Design ws2812_rx, sky130hd; sources not shown.
**Run 1: clock nets**

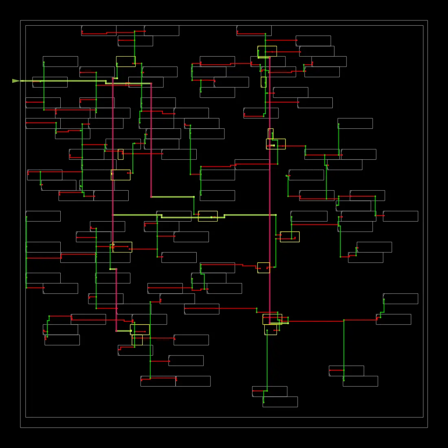
CTS sink count: 98
clock buffers: 12

**Run 1: routed clock nets over the placement**

Drawn at 4 px/µm.
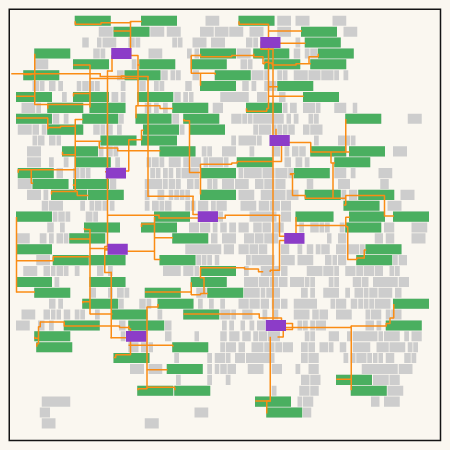
- clock wires: orange (length 1210 µm)
- flip-flops: green (count 98)
- clock-net drivers: purple (count 9)
- routed clock nets: 10
Clk network pwr share: 28.5%
Worst Clk Skew: 7.76 ps
P_clk: 1.14 mW

**Run 1: placed cells, one colour a class**

Drawn at 3 px/µm. Fill, decap, tap and diode cells in grey.
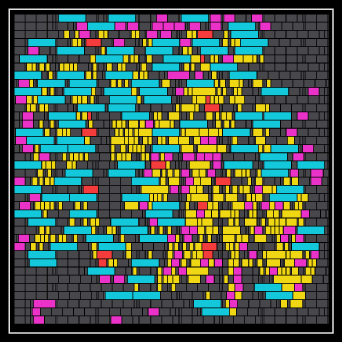
- remaining buffers and delay cells: magenta (cells 100; share of their area 16%)
- clock drivers and dummy loads: red (cells 15; share of their area 2.8%)
- remaining logic cells: yellow (cells 392; share of their area 38%)
- registers: cyan (cells 98; share of their area 43%)
row count: 38
sequential share of cell area: 42.0%

**Run 1: signal wires on met2**

Drawn at 4 px/µm. Cells faint in the background.
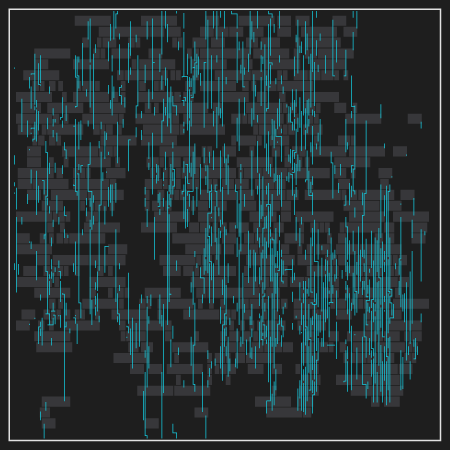
- nets with wire on the layer: 500
- main direction: vertical
- share of all routed wire: 46%
- longest straight run: 42.7 µm
- wire length on this layer: 4380 µm
GR Layer Usage met2: 27.0%
routed wire length: 9.43 mm

==> results.yml, run 1 <==
# yosys + openroad results
status:
  status: "finished, violations left"
  violations: "setup timing"
yosys:
  synth_top_cell_by_count: "nand2_1"
global_routing:
  grt_overflow_total: 0
  grt_pass1_wl_mm: 15.4
pwr:
  power_switching_mw: 1.16
  p_sw_share_pct: 29.1
setup_path:
  cp.depth: 13
  critPathKind: "reg2reg"
  crit_buf_inv: 3
  ff2ff_path_depth: 13
  crit_required_ps: 2270
  worstPathMaxFanout: 7
  r2r_slack_ps: -40
  cp-end-kind: "register"
sta:
  setup_violations: 17
  setup_slack_ps: -41.4
clocking:
  clk_latency_ps: 370
  htree_levels: 3
die:
  core_area_um2: 10800
  fp_util_pct: 41.0
final_layout:
  fillers: 1017
run 1: final cells by class:
| class | count | share of cell area [%] |
|---|---|---|
| tap | 140 | 3.00 |
| sequential | 98 | 42.0 |
| timing repair buffer | 100 | 15.4 |
| multi-input combinational | 321 | 32.1 |
| clock buffer | 12 | 2.32 |
| inverter | 71 | 4.74 |
| clock inverter | 3 | 0.429 |
run 1: placed cells by master (no fill, tap or decap), drive strengths merged:
| cell | Yosys | routed |
|---|---|---|
| nor4 | 1 | 1 |
| clkinvlp | 0 | 1 |
| dfrtp | 98 | 98 |
| xor2 | 5 | 5 |
| a41oi | 1 | 1 |
| a21oi | 6 | 6 |
| a21boi | 1 | 1 |
| nor2 | 40 | 40 |
| nand3 | 36 | 36 |
| inv | 70 | 71 |
| o21ai | 65 | 65 |
| o21a | 1 | 1 |
| clkdlybuf4s50 | 0 | 42 |
| clkinv | 1 | 2 |
| nand4 | 6 | 6 |
| ha | 8 | 8 |
| nor3b | 1 | 1 |
| conb | 1 | 2 |
| a32o | 1 | 1 |
| dlygate4sd3 | 0 | 1 |
| nand2 | 136 | 136 |
| or2 | 2 | 2 |
| buf | 2 | 57 |
| clkbuf | 11 | 12 |
| nor3 | 9 | 9 |
run 1: logic make-up after synthesis:
family	count (synthesis)	synth area share [%]
AND/OR/NAND/NOR	231	24.4
flip-flops	98	55.2
buffers and inverters	84	7.35
AND-OR/OR-AND	75	9.77
adder cells (fa/ha/maj)	8	2.25
XOR/XNOR	5	0.985
other	1	0.0844
run 1: metrics by stage:
step	area, µm²	setup slack (ps)	hold WS, ps	util (%)
floorplan	4450	14.4	4.41	-
global route	5840	-227	376	53.8
finish	5840	-41.4	379	53.8
CTS	5650	-19.6	369	52.1
global placement	5360	-74.0	372	49.4
detailed placement	5360	-162	368	49.4
run 1: power by group through the flow:
| stage | Sequential [mW] | Clock, mW | Combinational [mW] |
|---|---|---|---|
| floorplan | 2.18 | 0 | 0.342 |
| global placement | 2.18 | 0 | 0.586 |
| detailed placement | 2.19 | 0 | 0.593 |
| CTS | 2.15 | 1.18 | 0.632 |
| global route | 2.16 | 1.25 | 0.781 |
| finish | 2.15 | 1.14 | 0.695 |
run 1: repair_timing:
| item | in CTS | in global routing |
|---|---|---|
| hold endpoints to repair | 14 | 0 |
| hold buffers | 1 | 0 |
| pin swaps | 3 | 2 |
| endpoints found under the setup margin | 20 | 24 |
| setup buffers | 3 | 8 |
| resized | 25 | 32 |
run 1: metal layers:
layer,track usage [%],vias up,wire (µm)
met5,-,-,0
met4,7.83,0,190
met3,2.66,16,280
met2,27.0,56,4380
met1,23.2,1655,4580
li1,-,1778,-
==> run 2: changes to the inputs <==
- CORE_UTILIZATION: 40 -> 45
- CTS_CLUSTER_DIAMETER: not set -> 120
- PLACE_DENSITY: 0.65 -> 0.71
**Run 2: clock nets**

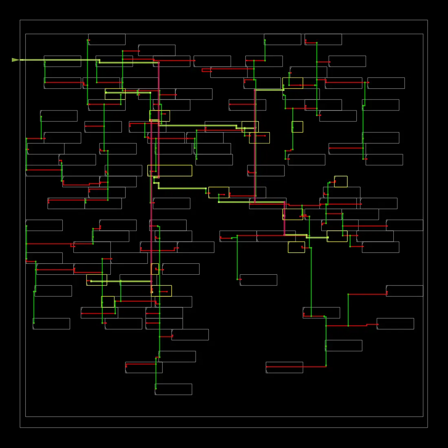
Late-Pin Clk Latency: 370 ps
seq_cells: 98
Num CTS Buffers: 9
clock buffers: 9

==> results.yml, run 2 <==
# yosys + openroad results
status:
  status: "finished, violations left"
  violations: "setup timing"
pwr:
  p_comb_share_pct: 16.7
  power_switching_mw: 1.23
  intPower_mw: 2.97
  p_sw_share_pct: 29.4
die:
  die_w_um: 101
  core_area_um2: 9420
  fp_util_pct: 47.2
place:
  port_buffers: 43
clocking:
  clock_sink_count: 98
  htree_levels: 3
setup_path:
  critPathKind: "reg2reg"
  r2r_slack_ps: -140
  crit_required_ps: 2320
  crit_buf_inv: 0
  cp.depth: 15
  slowest_stage: "dfrtp_1"
  ff2ff_path_depth: 15
  cp-end-kind: "register"
  worstPathMaxFanout: 6
yosys:
  synth-area-yosys_um2: 4450
  ys_top_logic_family: "simple AND/OR/NAND/NOR gates"
  simple_gate_area_share_pct: 24.4
  ys_seq_share_pct: 55.2
  synth_top_cell_by_count: "nand2_1"
  ys_sh_xor_pct: 0.985
  ys_sh_mux_pct: 0
  synthAoiAreaFrac_pct: 9.77
  fa_ha_area_share_pct: 2.25
final_layout:
  lay_top_count: "nand2_1"
  largest_reg_flops: 24
  diodes: 0
  final_nets: 614
  fillers: 815
  lay_top_cells: "114 x nand2_1, 97 x dfrtp_1, 62 x inv_1"
global_routing:
  grt_pass1_wl_mm: 16.5
  grt_overflow_total: 0
sta:
  fin_skew_ps: 15.9
  setup_slack_ps: -138
  setup_violations: 18
drt:
  routed_wirelength_mm: 9.67
**Run 2: placed cells, one colour a class**

Drawn at 4 px/µm. Fill, decap, tap and diode cells in grey.
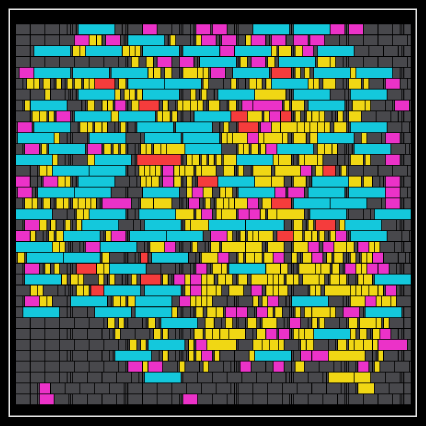
- remaining buffers and delay cells: magenta (cells 102; share of their area 16%)
- registers: cyan (cells 98; share of their area 43%)
- clock drivers and dummy loads: red (cells 16; share of their area 3.6%)
- remaining logic cells: yellow (cells 392; share of their area 37%)
post-route cell area: 5870 µm²
row count: 35
sequential share of cell area: 41.8%
Util after Layout: 62.4%

## run 2: per-layer routing
metal	part of all wire, %	vias up	wire [µm]	track usage [%]
met1	46	1747	4440	27.3
met5	0	-	0	-
met3	3.9	15	376	4.55
li1	-	1778	-	-
met2	49	68	4710	34.1
met4	1.5	0	142	7.36
## run 2: power by group through the flow
| stage | clock (mW) | sequential (mW) | combinational, mW |
|---|---|---|---|
| floorplan | 0 | 2.18 | 0.342 |
| global placement | 0 | 2.18 | 0.558 |
| detailed placement | 0 | 2.19 | 0.575 |
| CTS | 1.37 | 2.15 | 0.617 |
| global route | 1.46 | 2.16 | 0.785 |
| finish | 1.35 | 2.15 | 0.702 |
## run 2: area by class of cell
type,instances,share of cell area [%]
Clock buffer,9,2.11
Timing Repair Buffer,102,15.8
Sequential cell,98,41.8
Multi-Input combinational cell,321,31.5
Clock inverter,7,1.41
Tap cell,129,2.75
Inverter,71,4.71
## run 2: cell families (layout without fill, tap and decap cells)
group,count (synthesis),count (layout)
and+or+nand+nor,231,231
DFF,98,98
buffers and inverters,84,189
AOI/OAI and AO/OA,75,75
adders and majority gates,8,8
xor gates and xnor gates,5,5
other,1,2
## run 2: worst register-to-register path: stages (launching register included)
cell and delay, ps:
dfrtp_1 460, ha_4 190, nand3_4 110, nor2_4 130, nand2_1 70, nand2_1 70
nand3_2 90, nand2_2 80, nand3_2 90, nor3_4 150, nand2_1 90, nand2_2 80
nand2_2 70, nor2_4 210, nand3_2 120, nand2_1 70
## run 2: repair_timing
item | 4_1_cts | 5_1_grt
hold buffers | 1 | 0
pin swaps | 5 | 11
setup endpoints to repair | 20 | 25
endpoints found under the hold margin | 24 | 0
buffers inserted | 10 | 11
resized | 34 | 21
## run 2: through the flow
stage	total power, mW	std cells	hold WS [ps]	instance area (µm²)	setup slack [ps]
floorplan	2.53	503	4.41	4450	14.4
global placement	2.74	699	229	5300	-40.0
detailed placement	2.76	699	230	5300	-159
CTS	4.14	726	349	5710	-53.5
global route	4.41	737	359	5870	-246
finish	4.20	737	355	5870	-138
Power and IR drop assume default switching activity.
